Fig. 1: run 1, metal layers overlaid
The bar under the picture is 50 um long.
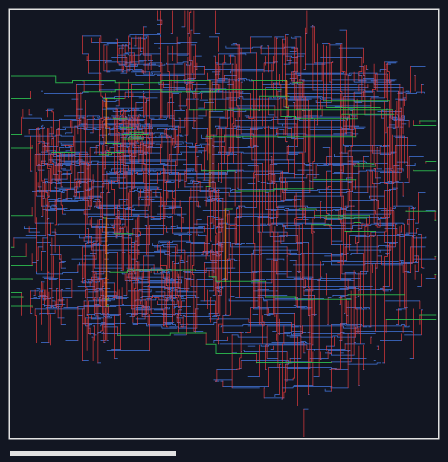
Fig. 2: run 1, sizing map
The bar under the picture is 50 um long.
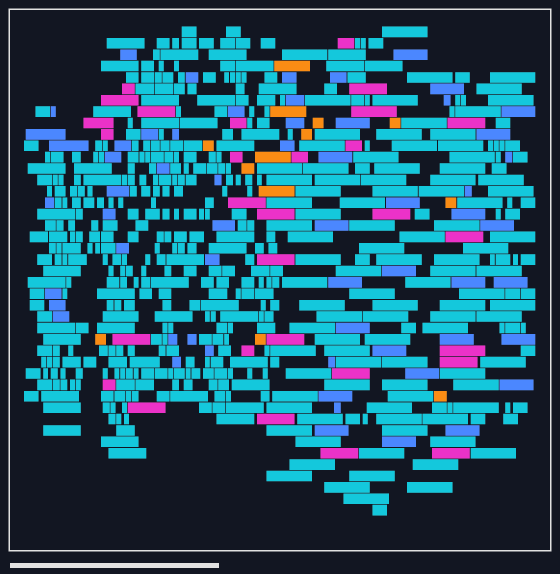
Fig. 3: run 1, sequential cells grouped by signal name
The bar under the picture is 50 um long.
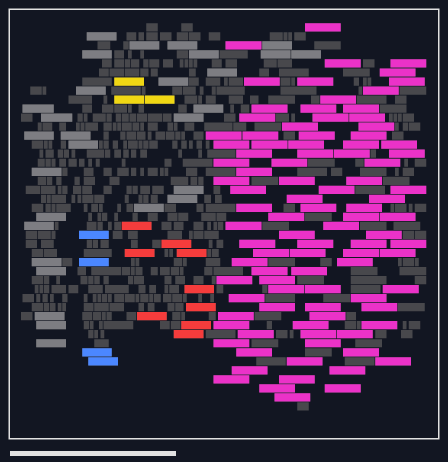
Fig. 4: run 1, I/O nets highlighted
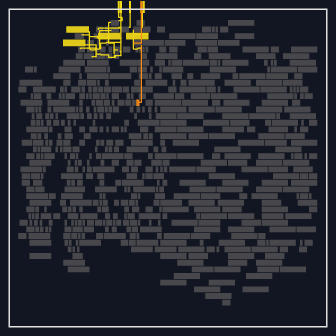
===== config.mk =====
export PLATFORM = sky130hd
export DESIGN_NAME = uart_rx_param
export DESIGN_NICKNAME = d
export VERILOG_FILES = /design/src/rtl/uart_rx_pkg.sv /design/src/rtl/uart_rx_fifo.sv /design/src/rtl/uart_rx_param.sv
export SDC_FILE = /design/constraint.sdc
export NUM_CORES = 1
export LEC_CHECK = 0
export ABC_CLOCK_PERIOD_IN_PS = 6600
export CORE_MARGIN = 3
export CORE_UTILIZATION = 45
export DETAILED_ROUTE_END_ITERATION = 12
export GPL_TIMING_DRIVEN = 0
export PLACE_DENSITY = 0.69
export SYNTH_ARGS = -nofsm -noshare
export SYNTH_HDL_FRONTEND = slang
export SYNTH_SLANG_ARGS = --single-unit

===== constraint.sdc =====
create_clock -name PCLK -period 6.6 [get_ports PCLK]
set_clock_uncertainty 0.1 [all_clocks]
set_input_delay 1.32 -clock PCLK [delete_from_list [all_inputs] [get_ports PCLK]]
set_output_delay 1.32 -clock PCLK [all_outputs]
set_load 0.01 [all_outputs]

===== src/rtl/uart_rx_pkg.sv =====
// Shared types for the parametrised UART receiver: FSM states, FIFO word
// layout and the parity helper.
package uart_rx_pkg;

  // Widest data field a FIFO word can carry; DATA_WIDTH of the top must not exceed it.
  localparam int unsigned RX_DATA_WIDTH = 9;

  typedef enum logic [2:0] {
    IDLE,
    START,
    DATA,
    PARITY,
    STOP1,
    STOP2,
    BRK_WAIT
  } rx_state_t;

  typedef struct packed {
    logic                     brk;
    logic                     ferr;
    logic                     perr;
    logic [RX_DATA_WIDTH-1:0] data;
  } rx_word_t;

  // Parity bit that makes the total ones count even (even=1) or odd (even=0).
  // Unused upper data bits are zero, so reducing the whole field is safe.
  function automatic logic parity_bit(input logic [RX_DATA_WIDTH-1:0] d, input logic even);
    return (^d) ^ ~even;
  endfunction

endpackage


===== src/rtl/uart_rx_fifo.sv =====
// First-word-fall-through receive FIFO of rx_word_t. A push into a full FIFO
// is dropped and reported by a one-cycle overrun pulse, unless a pop frees
// the slot in the same cycle.
module uart_rx_fifo
  import uart_rx_pkg::*;
#(
  parameter int unsigned DEPTH = 8
) (
  input  logic                     PCLK,
  input  logic                     PRESET,
  input  logic                     push,
  input  rx_word_t                 push_word,
  input  logic                     pop,
  output rx_word_t                 head,
  output logic                     empty,
  output logic [$clog2(DEPTH):0]   level,
  output logic                     overrun
);

  localparam int unsigned AW = $clog2(DEPTH);
  localparam int unsigned LW = AW + 1;

  rx_word_t          mem [DEPTH];
  logic [AW-1:0]     wr_ptr;
  logic [AW-1:0]     rd_ptr;
  logic              full;
  logic              do_push;
  logic              do_pop;

  assign empty   = (level == '0);
  assign full    = (level == LW'(DEPTH));
  assign do_pop  = pop & ~empty;
  assign do_push = push & (~full | do_pop);

  // Pointers, occupancy and the overrun strobe
  always_ff @(posedge PCLK or posedge PRESET) begin
    if (PRESET) begin
      wr_ptr  <= '0;
      rd_ptr  <= '0;
      level   <= '0;
      overrun <= 1'b0;
    end else begin
      if (do_push) wr_ptr <= wr_ptr + 1'b1;
      if (do_pop)  rd_ptr <= rd_ptr + 1'b1;
      case ({do_push, do_pop})
        2'b10:   level <= level + 1'b1;
        2'b01:   level <= level - 1'b1;
        default: level <= level;
      endcase
      overrun <= push & ~do_push;
    end
  end

  // Storage array; contents need no reset because level gates visibility
  always_ff @(posedge PCLK) begin
    if (do_push) mem[wr_ptr] <= push_word;
  end

  assign head = empty ? '0 : mem[rd_ptr];

endmodule


===== src/rtl/uart_rx_param.sv =====
// Parametrised UART receiver: RX synchroniser, 3-sample majority vote,
// run-time frame format, break detection, FWFT receive FIFO.
//
//   state    | meaning
//   ---------+-----------------------------------------------------------
//   IDLE     | line idle, waiting for a low sample on rx_tick
//   START    | validating start bit; majority high at mid-bit = false start
//   DATA     | shifting in the latched number of data bits, LSB first
//   PARITY   | sampling the parity bit
//   STOP1    | first stop bit; pushes here for 1-stop frames or breaks
//   STOP2    | second stop bit; pushes at mid-bit
//   BRK_WAIT | after a break, waiting for one full bit time of line high
module uart_rx_param
  import uart_rx_pkg::*;
#(
  parameter int unsigned DATA_WIDTH  = 9,
  parameter int unsigned OVERSAMPLE  = 16,
  parameter int unsigned FIFO_DEPTH  = 8,
  parameter int unsigned SYNC_STAGES = 2
) (
  input  logic                          PCLK,
  input  logic                          PRESET,
  input  logic                          rx_tick,
  input  logic                          RX,
  input  logic                          rx_enable,
  input  logic [3:0]                    frame_length,
  input  logic [1:0]                    parity,
  input  logic                          stop_bit,
  input  logic                          rx_pop,
  output logic [DATA_WIDTH-1:0]         rx_data_out,
  output logic                          rx_valid,
  output logic                          rx_parity_err,
  output logic                          rx_frame_err,
  output logic                          rx_break,
  output logic                          rx_overrun,
  output logic [$clog2(FIFO_DEPTH):0]   rx_level,
  output logic                          rx_busy
);

  localparam int unsigned TW = $clog2(OVERSAMPLE);
  localparam int unsigned M  = OVERSAMPLE / 2;
  // tick_rem counts down through the bit; tick count k in the bit has tick_rem = OVERSAMPLE-1-k
  localparam logic [TW-1:0] T_RELOAD = TW'(OVERSAMPLE - 1);
  localparam logic [TW-1:0] T_FIRST  = TW'(OVERSAMPLE - 2);
  localparam logic [TW-1:0] T_S0     = TW'(OVERSAMPLE - M);
  localparam logic [TW-1:0] T_S1     = TW'(OVERSAMPLE - M - 1);
  localparam logic [TW-1:0] T_S2     = TW'(OVERSAMPLE - M - 2);
  localparam logic [3:0]    LEN_MIN  = 4'd5;
  localparam logic [3:0]    LEN_MAX  = 4'(DATA_WIDTH);

  rx_state_t               state_q, state_d;
  logic [SYNC_STAGES-1:0]  sync_q;
  logic                    rxs;
  logic [TW-1:0]           tick_rem;
  logic [3:0]              bit_rem;
  logic [3:0]              bit_idx;
  logic [3:0]              len_q;
  logic                    par_en_q, par_even_q, two_stop_q;
  logic [DATA_WIDTH-1:0]   data_q;
  logic                    perr_q, ferr_q, par_smp_q;
  logic [1:0]              samp_q;
  logic                    maj, at_mid, bit_end, is_break;
  logic                    push;
  rx_word_t                push_word;
  rx_word_t                head;
  logic                    fifo_empty;

  // RX synchroniser; flops reset to the idle level
  always_ff @(posedge PCLK or posedge PRESET) begin
    if (PRESET) sync_q <= '1;
    else        sync_q <= {sync_q[SYNC_STAGES-2:0], RX};
  end

  assign rxs      = sync_q[SYNC_STAGES-1];
  assign maj      = (samp_q[1] & samp_q[0]) | (samp_q[1] & rxs) | (samp_q[0] & rxs);
  assign at_mid   = rx_tick && (tick_rem == T_S2);
  assign bit_end  = rx_tick && (tick_rem == '0);
  assign bit_idx  = len_q - 4'd1 - bit_rem;
  // A break is all-zero data, a low parity sample (if any) and a low first stop bit
  assign is_break = (data_q == '0) && (!par_en_q || !par_smp_q) && !maj;

  // FSM state register
  always_ff @(posedge PCLK or posedge PRESET) begin
    if (PRESET) state_q <= IDLE;
    else        state_q <= state_d;
  end

  // FSM next-state logic; dropping rx_enable aborts any frame in progress
  always_comb begin
    state_d = state_q;
    case (state_q)
      IDLE:     if (rx_tick && rx_enable && !rxs) state_d = START;
      START:    if (at_mid && maj) state_d = IDLE;
                else if (bit_end)  state_d = DATA;
      DATA:     if (bit_end && bit_rem == '0) state_d = par_en_q ? PARITY : STOP1;
      PARITY:   if (bit_end) state_d = STOP1;
      STOP1:    if (at_mid && is_break)     state_d = BRK_WAIT;
                else if (at_mid && !two_stop_q) state_d = IDLE;
                else if (bit_end)           state_d = STOP2;
      STOP2:    if (at_mid) state_d = IDLE;
      BRK_WAIT: if (rx_tick && rxs && tick_rem == '0) state_d = IDLE;
      default:  state_d = IDLE;
    endcase
    if (state_q != IDLE && !rx_enable) state_d = IDLE;
  end

  // FSM outputs: FIFO push and the word to store
  always_comb begin
    push      = 1'b0;
    push_word = '0;
    case (state_q)
      STOP1: if (at_mid && rx_enable) begin
        if (is_break) begin
          push           = 1'b1;
          push_word.brk  = 1'b1;
          push_word.ferr = 1'b1;
        end else if (!two_stop_q) begin
          push           = 1'b1;
          push_word.ferr = ferr_q | ~maj;
          push_word.perr = perr_q;
          push_word.data = RX_DATA_WIDTH'(data_q);
        end
      end
      STOP2: if (at_mid && rx_enable) begin
        push           = 1'b1;
        push_word.ferr = ferr_q | ~maj;
        push_word.perr = perr_q;
        push_word.data = RX_DATA_WIDTH'(data_q);
      end
      default: ;
    endcase
  end

  // Bit timing, sample history, config latch and frame assembly; advance on rx_tick only
  always_ff @(posedge PCLK or posedge PRESET) begin
    if (PRESET) begin
      tick_rem   <= '0;
      bit_rem    <= '0;
      len_q      <= '0;
      par_en_q   <= 1'b0;
      par_even_q <= 1'b0;
      two_stop_q <= 1'b0;
      data_q     <= '0;
      perr_q     <= 1'b0;
      ferr_q     <= 1'b0;
      par_smp_q  <= 1'b0;
      samp_q     <= '0;
    end else if (rx_tick) begin
      if (tick_rem == T_S0 || tick_rem == T_S1) samp_q <= {samp_q[0], rxs};
      case (state_q)
        IDLE: if (rx_enable && !rxs) begin
          tick_rem   <= T_FIRST;
          len_q      <= (frame_length < LEN_MIN) ? LEN_MIN :
                        (frame_length > LEN_MAX) ? LEN_MAX : frame_length;
          par_en_q   <= parity[1];
          par_even_q <= parity[0];
          two_stop_q <= stop_bit;
          data_q     <= '0;
          perr_q     <= 1'b0;
          ferr_q     <= 1'b0;
          par_smp_q  <= 1'b0;
        end
        BRK_WAIT: tick_rem <= (!rxs || tick_rem == '0) ? T_RELOAD : tick_rem - 1'b1;
        default: begin
          tick_rem <= (tick_rem == '0) ? T_RELOAD : tick_rem - 1'b1;
          case (state_q)
            START:  if (tick_rem == '0) bit_rem <= len_q - 4'd1;
            DATA: begin
              if (at_mid) data_q[bit_idx] <= maj;
              if (bit_end && bit_rem != '0) bit_rem <= bit_rem - 4'd1;
            end
            PARITY: if (at_mid) begin
              par_smp_q <= maj;
              perr_q    <= (maj != parity_bit(RX_DATA_WIDTH'(data_q), par_even_q));
            end
            STOP1:  if (at_mid) begin
              ferr_q <= ferr_q | ~maj;
              if (is_break) tick_rem <= T_RELOAD;
            end
            default: ;
          endcase
        end
      endcase
    end
  end

  uart_rx_fifo #(
    .DEPTH (FIFO_DEPTH)
  ) u_fifo (
    .PCLK      (PCLK),
    .PRESET    (PRESET),
    .push      (push),
    .push_word (push_word),
    .pop       (rx_pop),
    .head      (head),
    .empty     (fifo_empty),
    .level     (rx_level),
    .overrun   (rx_overrun)
  );

  assign rx_valid      = ~fifo_empty;
  assign rx_data_out   = head.data[DATA_WIDTH-1:0];
  assign rx_parity_err = head.perr;
  assign rx_frame_err  = head.ferr;
  assign rx_break      = head.brk;
  assign rx_busy       = (state_q != IDLE);

endmodule


==> flow_summary.json, run 1 <==
{
  "dp_hpwl_um": 10020,
  "vias_per_cell": 5.757,
  "grt_pass1_vias": 4558,
  "ant_nets": 0,
  "placed_area_sq_um": 7465,
  "crit_path_end_kind": "output pin",
  "num_rows": 44,
  "antenna_cells": 0,
  "overflow": 0,
  "period_used_pct": 67.99,
  "cp.depth": 6,
  "top_area_share_pct": 42.35,
  "r2r_end": "u_fifo.mem[0][6]$_DFFE_PP_",
  "path_class": "register to output pin",
  "cts_resized": 0,
  "period_minus_slack_ps": 4488,
  "path_clk_slew_ps": 60,
  "yosys-top-cells-area": "edfxtp_1, dfrtp_1, mux4_2",
  "crit_buf_inv": 3,
  "wl_met2_um": 7557,
  "nets": 596,
  "finalSetupViolCount": 0,
  "drv_cap": 0,
  "synth_area_sq_um": 6808,
  "cts_root_buffer": "clkbuf_16",
  "dp.cells": 729,
  "critPathRequiredTime_ps": 5180,
  "grtUsageMet3_pct": 6.268,
  "h-tree-depth": 4,
  "fin_ws_ps": 2112,
  "clock.latency.late_pin_ps": 430,
  "met1Wirelength_um": 6146,
  "critPathTopFamily": "buffers and inverters",
  "top_usage_layer": "met2",
  "cts_buffers": 17,
  "slew_violations": 0,
  "post_cts.repair.setup_buffers": 0,
  "drive_above_1_share_pct": 17.50,
  "max_stage_delay_ps": 550,
  "min_path_cells": 0,
  "yosysMostFrequentCell": "edfxtp_1",
  "hold_viol_final": 0,
  "cp-startpoint": "u_fifo.rd_ptr[0]$_DFFE_PP0P_",
  "core_area_sq_um": 14640,
  "critPathMaxFanout": 10,
  "regToRegSetupSlack_ps": 3300,
  "warnings": 30,
  "async_reset_ff_share_pct": 31.91,
  "path_cells": "clkbuf_1, buf_2, mux4_2, mux2i_1, nor2_1, clkdlybuf4s50_1",
  "die_h_um": 129.0,
  "grt_util_met1_pct": 23.12,
  "worstHoldPathType": "register to register",
  "drtPass1Iterations": 5,
  "fmax_mhz": 222.8,
  "place_congestion": 0.8415,
  "design_area_sq_um": 8054,
  "ys_warn_count": 0,
  "critPathCapture": "rx_frame_err",
  "ys_chip_area_sq_um": 6808,
  "p_leak_uw": 0.002839,
  "postSynthSeqShare_pct": 58.92,
  "powerDensity_nw_per_um2": 423.9,
  "ys.flops": 141,
  "postSynthCellCount": 507,
  "grt_pass1_wl_um": 23780,
  "ys_cells": 507,
  "chipArea_sq_um": 16640,
  "drt_iter0_drc": 320,
  "antenna_found_initial": 0,
  "synthFlopType": "edfxtp_1",
  "cts.sinks": 141,
  "arrival_ps": 3070,
  "fillers": 1193,
  "rsz0062_at_grt": "false",
  "slew_headroom_pct": 11.64,
  "route.met3.wl_um": 762,
  "synth.distinct_cells": 65,
  "worst-slew-pin-transition_ps": 1313,
  "cts_tree": "yes",
  "holdCritStartpoint": "sync_q[0]$_DFF_PP1_",
  "fp-utilization_pct": 46.49,
  "grt_max_degree": 26,
  "outcome": "finished, final reports clean",
  "post-route-util_pct": 55.00,
  "edf_count": 96,
  "fin_cells": 761,
  "cp-start-kind": "register",
  "synthToLayoutAreaGrowth_pct": 18.31,
  "whs_ps": 255.9,
  "die_x_um": 129.0,
  "vdd_drop_max_mv": 0.2285,
  "cts_buffer_depth": 2,
  "met2_usage_pct": 32.44,
  "holdBufCountCts": 0,
  "min_to": "sync_q[1]$_DFF_PP1_"
}
Back to the opening pictures, Fig. 1:
Key: green = M3 [wire length 763 um]; red = M2 [wire length 7560 um]; orange = M4 [wire length 102 um]; blue = M1 [wire length 6150 um]
Tot GR Track Use: 18.91%
routed wire length: 14570 um
DR vias: 4381
Routed wire per std cell: 19.14 um

Back to the opening pictures, Fig. 2:
Key: cyan = x1 and smaller [cells 476, share 82%]; magenta = x6 and larger [cells 29, share 5.0%]; orange = x3 and x4 [cells 13, share 2.3%]; blue = x2 [cells 59, share 10%]

Back to the opening pictures, Fig. 3:
Key: blue = bit_rem [sequential cells 4]; red = data_q [sequential cells 9]; yellow = state_q [sequential cells 3]; magenta = u_fifo.mem [sequential cells 96]

Back to the opening pictures, Fig. 4:
Key: yellow = rx_level [bits 4, direction output, edge top, end cells 4, buffers 4, wire 166 um]; orange = stop_bit [bits 1, direction input, edge top, end cells 1, buffers 1, wire 40.9 um]
buffers added on ports: 31
Boundary Pins: 32

==> run 1: registers in the layout, indices dropped and copies added, names as in the netlist, 2 cells and up <==
signal         count
data_q             9
u_fifo.level       4
sync_q             2
u_fifo.rd_ptr      3
samp_q             2
len_q              4
u_fifo.wr_ptr      3
state_q            3
u_fifo.mem        96
bit_rem            4
tick_rem           4
==> run 1: cells by family (layout without fill, tap and decap cells) <==
family / after synthesis / in the layout / synth area share (%)
simple gates: 136 / 136 / 11.21
compound gates: 86 / 86 / 8.546
mux: 46 / 46 / 11.32
flops: 141 / 141 / 58.92
buf+inv: 58 / 128 / 3.437
fa+ha+maj: 20 / 20 / 3.768
xor+xnor: 20 / 20 / 2.794
==> run 1: layout by cell type, fill, tap and decap left out, types with 6 or more instances in the layout <==
cell	synthesis	final
a21oi_1	19	19
inv_1	31	30
o21ai_0	24	24
nand2b_1	7	7
o211ai_1	7	7
dfrtp_1	43	43
clkdlybuf4s50_1	0	31
nor3_1	8	6
o311ai_0	10	10
nand2_1	33	33
mux4_2	24	24
edfxtp_1	96	96
xor2_1	7	7
nor4_1	9	7
ha_1	18	18
nor2_1	30	30
xnor2_1	12	12
clkbuf_16	0	17
mux2_2	8	8
mux2i_1	14	14
clkbuf_1	19	19
nand3_1	8	8
==> run 1: cell type report <==
type	count	area [sq um]	share of cell area, %
Inverter	31	116.4	1.445
Tap cell	184	230.2	2.858
Sequential cell	141	4011	49.81
Timing Repair Buffer	38	386.6	4.800
Clock buffer	17	425.4	5.282
Buffer	27	117.6	1.460
Multi-Input combinational cell	308	2608	32.38
Clock inverter	15	158.9	1.973
==> run 1: where the power goes <==
part	internal (uW)	total, uW	switching [uW]
clock network	560	943	384
logic	607	1350	740
registers	1030	1120	89.8
total	2200	3410	1210
==> run 2: changes to the inputs <==
--- a/config.mk
+++ b/config.mk
@@ -5,12 +5,12 @@
 export SDC_FILE = /design/constraint.sdc
 export NUM_CORES = 1
 export LEC_CHECK = 0
-export ABC_CLOCK_PERIOD_IN_PS = 6600
+export ABC_CLOCK_PERIOD_IN_PS = 3800
 export CORE_MARGIN = 3
 export CORE_UTILIZATION = 45
 export DETAILED_ROUTE_END_ITERATION = 12
 export GPL_TIMING_DRIVEN = 0
-export PLACE_DENSITY = 0.69
+export PLACE_DENSITY = 0.72
 export SYNTH_ARGS = -nofsm -noshare
 export SYNTH_HDL_FRONTEND = slang
 export SYNTH_SLANG_ARGS = --single-unit
==> constraint.sdc (replaced) <==
create_clock -name PCLK -period 3.8 [get_ports PCLK]
set_clock_uncertainty 0.1 [all_clocks]
set_input_delay 0.76 -clock PCLK [delete_from_list [all_inputs] [get_ports PCLK]]
set_output_delay 0.76 -clock PCLK [all_outputs]
set_load 0.01 [all_outputs]
Fig. 5: run 2, I/O nets highlighted
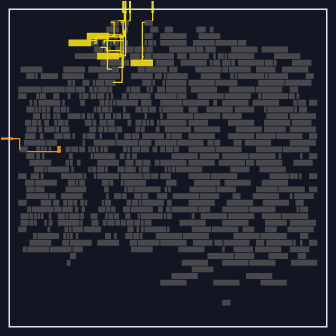
Key: yellow = rx_level [bits 4, direction output, edge top, end cells 4, buffers 4, wire 182 um]; orange = stop_bit [bits 1, direction input, edge left, end cells 1, buffers 1, wire 22.1 um]

==> run 2 against run 1 <==
Utilization about the same. Via count decreased by 0.43%. Routed wire length decreased by 3.0%. Sequential cell count unchanged. Largest cell class unchanged. Largest power group unchanged. First-iteration DRC count increased by 0.63%. Highest routed layer unchanged. Area after synthesis unchanged. Clock power increased by 66%. Combinational power increased by 74%.
==> flow_summary.json, run 2 <==
{
  "fp-utilization_pct": 46.49,
  "cp-startpoint": "state_q[0]$_DFFE_PP0P_",
  "ys_chip_area_sq_um": 6808,
  "slew_headroom_pct": 13.57,
  "critPathMaxFanout": 10,
  "post-route-util_pct": 55.01,
  "period_used_pct": 94.78,
  "top_register": "u_fifo.mem",
  "num_rows": 44,
  "critPathCapture": "rx_busy",
  "top_area_share_pct": 42.35,
  "vdd_drop_max_mv": 0.4461,
  "postSynthCellCount": 507,
  "grt_pass1_wl_um": 23280,
  "p_leak_uw": 0.002843,
  "crit_path_end_kind": "output pin",
  "cts.sinks": 141,
  "design_area_sq_um": 8055,
  "arrival_ps": 2740,
  "synthToLayoutAreaGrowth_pct": 18.32,
  "vias_per_cell": 5.732,
  "numPortBuffers": 31,
  "r2r_end": "u_fifo.mem[6][0]$_DFFE_PP_",
  "holdCritStartpoint": "sync_q[0]$_DFF_PP1_",
  "ys_cells": 507,
  "drive_above_1_share_pct": 17.50,
  "drt-total-wl_um": 14140,
  "place_congestion": 0.8603,
  "die_x_um": 129.0,
  "drv_cap": 0,
  "outcome": "finished, final reports clean",
  "grt_max_degree": 27,
  "synth_area_sq_um": 6808,
  "regToRegSetupSlack_ps": 470,
  "cts_tree": "yes",
  "yosys-top-cells-area": "edfxtp_1, dfrtp_1, mux4_2",
  "cts_buffers": 17,
  "die_h_um": 129.0,
  "worstHoldPathType": "register to register",
  "async_reset_ff_share_pct": 31.91,
  "ant_nets": 0,
  "yosysMostFrequentCell": "edfxtp_1",
  "slew_violations": 0,
  "placed_area_sq_um": 7465,
  "io_pins": 32,
  "layout_top_cell": "edfxtp_1",
  "ys.flops": 141,
  "grt_pass1_vias": 4433,
  "period_minus_slack_ps": 3602,
  "fin_ws_ps": 198.3,
  "fillers": 1188,
  "ys_warn_count": 0,
  "edf_count": 96,
  "cp-start-kind": "register",
  "layout_top_cells": "edfxtp_1, dfrtp_1, nand2_1",
  "fmax_mhz": 277.6,
  "biggestRegsByFlops": "u_fifo.mem: 96 flops, data_q: 9 flops",
  "critPathRequiredTime_ps": 2940,
  "yosys-top-cells-count": "edfxtp_1, dfrtp_1, nand2_1, inv_1, nor2_1",
  "wl_per_cell_um": 18.58,
  "drtPass1Iterations": 4,
  "core_area_sq_um": 14640,
  "postSynthSeqShare_pct": 58.92,
  "finalSetupViolCount": 0,
  "dp_hpwl_um": 10020,
  "num_vias": 4362,
  "post_cts.repair.setup_buffers": 0,
  "hold_viol_final": 0,
  "cts_buffer_depth": 2,
  "antenna_cells": 0,
  "rsz0062_at_grt": "false",
  "cts_root_buffer": "clkbuf_16",
  "drt_iter0_drc": 322,
  "nets": 596,
  "synthFlopType": "edfxtp_1",
  "path_class": "register to output pin",
  "yosys.area.top_type": "edfxtp_1"
}
Fig. 6: run 2, the clock network
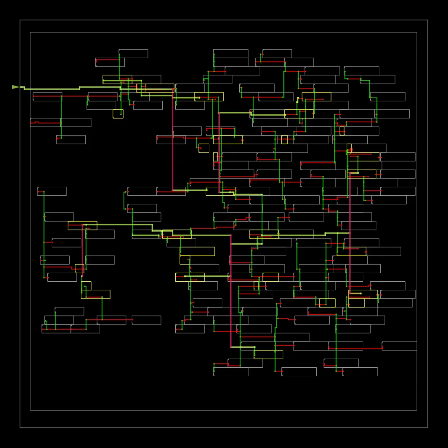
Power Clock: 1570 uW
clock latency on the worst-skew pair: 420 ps
flop count: 141

run 2: final cells by class:
| type | instances | area, sq um | area share, % |
|---|---|---|---|
| plain buffers | 27 | 127.6 | 1.584 |
| multi-input cells | 308 | 2616 | 32.48 |
| well taps | 184 | 230.2 | 2.858 |
| repair buffers | 38 | 386.6 | 4.800 |
| clock inverters | 8 | 85.08 | 1.056 |
| flip-flops and latches | 141 | 4011 | 49.80 |
| clock buffers | 24 | 481.7 | 5.980 |
| inverters | 31 | 116.4 | 1.445 |
run 2: what timing repair did:
action,in CTS,in global routing
resized,5,3
setup endpoints to repair,12,12
hold buffers,0,0
gates cloned,0,0
run 2: logic make-up after synthesis:
| logic type | count (synthesis) | synth area share [%] |
|---|---|---|
| flops | 141 | 58.92 |
| xor+xnor | 20 | 2.794 |
| fa+ha+maj | 20 | 3.768 |
| mux | 46 | 11.32 |
| buf+inv | 58 | 3.437 |
| simple gates | 136 | 11.21 |
| compound gates | 86 | 8.546 |
run 2: worst max-delay path: stages (launching register included):
cell and delay [ps]:
dfrtp_1 400, clkbuf_1 380, nor2_1 220, nand2_1 270, clkbuf_1 420, clkdlybuf4s50_1 630
run 2: through the flow:
step	power [uW]	instances	hold WS [ps]
finish	5867	761	254.4
global route	6260	761	264.9
CTS	5899	761	254.8
detailed placement	4308	729	246.8
global placement	4209	722	245.7
floorplan	3608	507	245.2
run 2: report_power, final:
| group | internal, uW | total, uW | switching (uW) |
|---|---|---|---|
| Sequential | 1790 | 1950 | 154 |
| Combinational | 1070 | 2350 | 1280 |
| Clock | 954 | 1570 | 616 |
| Total | 3810 | 5870 | 2050 |
run 2: routing by layer:
layer  vias up  share of wire [%]  track usage (%)
met1      2191                 42            23.00
met4         0                1.5            5.435
met3        20                4.8            4.400
li1       2038                  -                -
met5         -                  0                0
met2       113                 52            31.65
==> run 3: changes to the inputs <==
--- a/config.mk
+++ b/config.mk
@@ -11,6 +11,7 @@
 export DETAILED_ROUTE_END_ITERATION = 12
 export GPL_TIMING_DRIVEN = 0
 export PLACE_DENSITY = 0.72
+export REMOVE_ABC_BUFFERS = 1
 export SYNTH_ARGS = -nofsm -noshare
 export SYNTH_HDL_FRONTEND = slang
 export SYNTH_SLANG_ARGS = --single-unit
Fig. 7: run 3, I/O nets highlighted
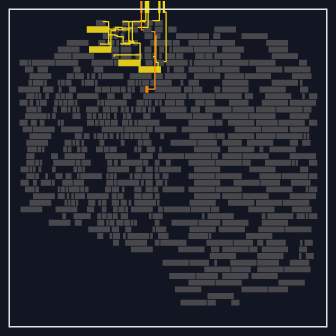
Key: orange = stop_bit [bits 1, direction input, edge top, end cells 1, buffers 1, wire 36.4 um]; yellow = rx_level [bits 4, direction output, edge top, end cells 4, buffers 4, wire 177 um]

==> run 3 against run 2 <==
Total power rose by 0.60%. Global-route usage is 1.0 points lower. Final cell count is 3.5% lower. Via count down 4.4%. Fmax rose by 0.95%. Synthesized cell count did not move. Clock power increased by 9%.
==> flow_summary.json, run 3 <==
{
  "period_used_pct": 93.89,
  "drt_iter0_drc": 331,
  "warnings": 29,
  "p_clk_share_pct": 29.0,
  "finalSetupViolCount": 0,
  "dp_hpwl_um": 9276,
  "vias_per_cell": 5.684,
  "grt_use_total_pct": 17.31,
  "combPwrFrac_pct": 34.2,
  "antenna_found_initial": 0,
  "r2r-start": "state_q[2]$_DFFE_PP0P_",
  "regToRegSetupSlack_ps": 240,
  "die_h_um": 129.0,
  "ys_cells": 507,
  "wl_per_cell_um": 18.42,
  "synth_area_sq_um": 6808,
  "worstHoldPathType": "register to register",
  "layout_top_cells": "edfxtp_1, dfrtp_1, nand2_1",
  "syn_area_per_cell_sq_um": 13.43,
  "cp-start-kind": "input port",
  "yosys.area.top_type": "edfxtp_1",
  "cts.sinks": 141,
  "p_comb_uw": 2020,
  "pwr-share-seq_pct": 36.8,
  "post-place-ws_ps": -461.6,
  "synthFlopType": "edfxtp_1",
  "min_path_cells": 0,
  "critPathCapture": "u_fifo.level[3]$_DFFE_PP0P_",
  "critPathMaxFanout": 15,
  "drc": 0,
  "post_cts.repair.setup_buffers": 0,
  "postSynthSeqShare_pct": 58.92,
  "numPortBuffers": 31,
  "grt_pass1_vias": 4232,
  "num_vias": 4172,
  "h-tree-depth": 4,
  "place_congestion": 0.8620,
  "io_pins": 32,
  "nets": 569,
  "synth.distinct_cells": 65,
  "worst-slew-pin-transition_ps": 1288,
  "yosysMostFrequentCell": "edfxtp_1",
  "clock.latency.late_pin_ps": 420,
  "yosys-top-cells-count": "edfxtp_1, dfrtp_1, nand2_1, inv_1, nor2_1",
  "fillers": 1182,
  "critPathRequiredTime_ps": 4040,
  "edf_count": 96,
  "slew_headroom_pct": 13.35,
  "outcome": "finished, final reports clean",
  "ys_warn_count": 0,
  "r2r_end": "u_fifo.level[2]$_DFFE_PP0P_",
  "hold_viol_final": 0,
  "drive_above_1_share_pct": 18.18,
  "ys.flops": 141,
  "pg_seq_uw": 2170,
  "dp.cells": 702,
  "antenna_cells": 0,
  "holdCritStartpoint": "sync_q[0]$_DFF_PP1_",
  "cts_buffer_depth": 2,
  "chipArea_sq_um": 16640,
  "drv_cap": 0,
  "arrival_ps": 3810,
  "vdd_drop_max_mv": 0.3806,
  "biggestRegsByFlops": "u_fifo.mem: 96 flops, data_q: 9 flops",
  "drtPass1Iterations": 4,
  "grt_pass1_wl_um": 22020,
  "die_x_um": 129.0,
  "postSynthCellCount": 507,
  "fin_cells": 734,
  "slew_violations": 0,
  "seq_area_sq_um": 4016,
  "p_sw_uw": 2043,
  "internal-power_uw": 3860,
  "cts_tree": "yes",
  "pg_clk_uw": 1710,
  "core_area_sq_um": 14640,
  "top_area_share_pct": 42.35,
  "top_register": "u_fifo.mem",
  "p_sw_share_pct": 34.61,
  "ys_chip_area_sq_um": 6808,
  "final-comb-area_sq_um": 2619,
  "cp-startpoint": "rx_tick",
  "rsz0062_at_grt": "false",
  "crit_path_end_kind": "register",
  "p_leak_uw": 0.002795,
  "layout_top_cell": "edfxtp_1",
  "fp-utilization_pct": 46.49,
  "holdBufCountCts": 0,
  "path_class": "input port to register",
  "async_reset_ff_share_pct": 31.91,
  "overflow": 0,
  "min_to": "sync_q[1]$_DFF_PP1_",
  "yosys-top-cells-area": "edfxtp_1, dfrtp_1, mux4_2",
  "fmax_mhz": 280.3,
  "num_rows": 44,
  "power_leader": "registers",
  "drt-total-wl_um": 13520,
  "cts_root_buffer": "clkbuf_16",
  "path_clk_slew_ps": 60,
  "powerDensity_nw_per_um2": 739.6,
  "r2r_cells": 10,
  "ant_nets": 0,
  "period_minus_slack_ps": 3568,
  "grt_max_degree": 33,
  "cts_buffers": 17,
  "largest_reg_flops": 96
}
Fig. 8: run 3, sizing map
The bar under the picture is 50 um long.
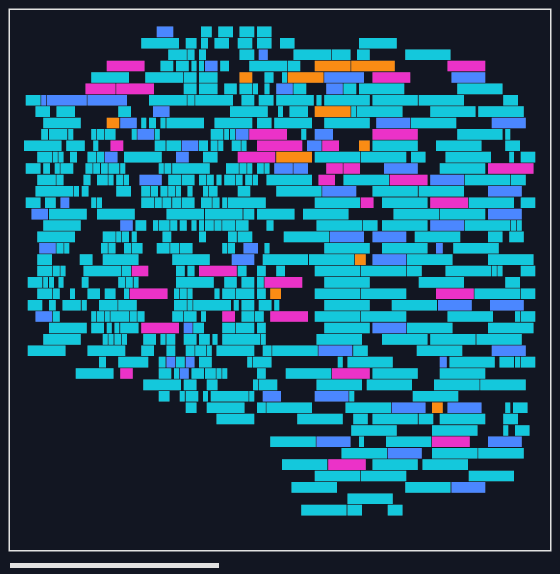
Key: blue = x2 [cells 59, share 11%]; orange = x3 and x4 [cells 11, share 2.0%]; magenta = x6 and larger [cells 30, share 5.5%]; cyan = x1 and smaller [cells 450, share 82%]
Finished Cell Area: 7980 sq um
Buffers, non-clock: 38
Layout area overhead: 17.22%
smallest setup slack after layout: 232.2 ps

-- run 3: cell types whose count changed in the layout (fill, tap and decap cells not counted), sizes merged --
| cell | previous run | this run |
|---|---|---|
| buf | 15 | 7 |
| clkbuf | 43 | 17 |
| bufinv | 1 | 3 |
| inv | 31 | 36 |
-- run 3: kinds of logic after synthesis --
group           Yosys count  share of synthesized area [%]
simple gates            136                          11.21
fa+ha+maj                20                          3.768
xor+xnor                 20                          2.794
compound gates           86                          8.546
buf+inv                  58                          3.437
mux                      46                          11.32
flops                   141                          58.92
-- run 3: critical path: stages --
cell,delay (ps)
clkdlybuf4s50_1,670
and4b_2,460
o311ai_0,140
a21o_2,420
ha_1,340
or3b_2,470
o21ai_0,110
nand3b_1,100
a21oi_1,210
xnor2_1,140
-- run 3: through the flow --
| stage | power (uW) | util, % | setup TNS [ps] | instance area [sq um] | hold slack (ps) |
|---|---|---|---|---|---|
| after floorplan | 3554 | - | 0 | 6690 | 245.2 |
| after global placement | 4128 | 49.38 | -92990 | 7231 | 246.8 |
| after detailed placement | 4218 | 50.21 | -31950 | 7352 | 246.8 |
| after CTS | 5937 | 54.37 | 0 | 7961 | 255.3 |
| after global routing | 6265 | 54.49 | 0 | 7980 | 256.5 |
| final | 5902 | 54.49 | 0 | 7980 | 254.4 |
-- run 3: repair_timing --
item                       4_1_cts  5_1_grt
setup endpoints to repair        1       17
pin swaps                        0        0
gates resized                    1        5
-- run 3: routing by layer --
metal	part of all wire [%]	GRT usage, %
met1	44	21.63
met2	52	29.48
met3	3.4	3.861
met4	1.3	6.609
met5	0	0
-- run 3: layout make-up --
type	count	area share [%]
clock buffers	17	5.331
clock inverters	15	2.289
inverters	31	1.458
multi-input cells	308	32.82
flip-flops and latches	141	50.33
well taps	184	2.885
repair buffers	38	4.892
Power and IR drop assume default switching activity.
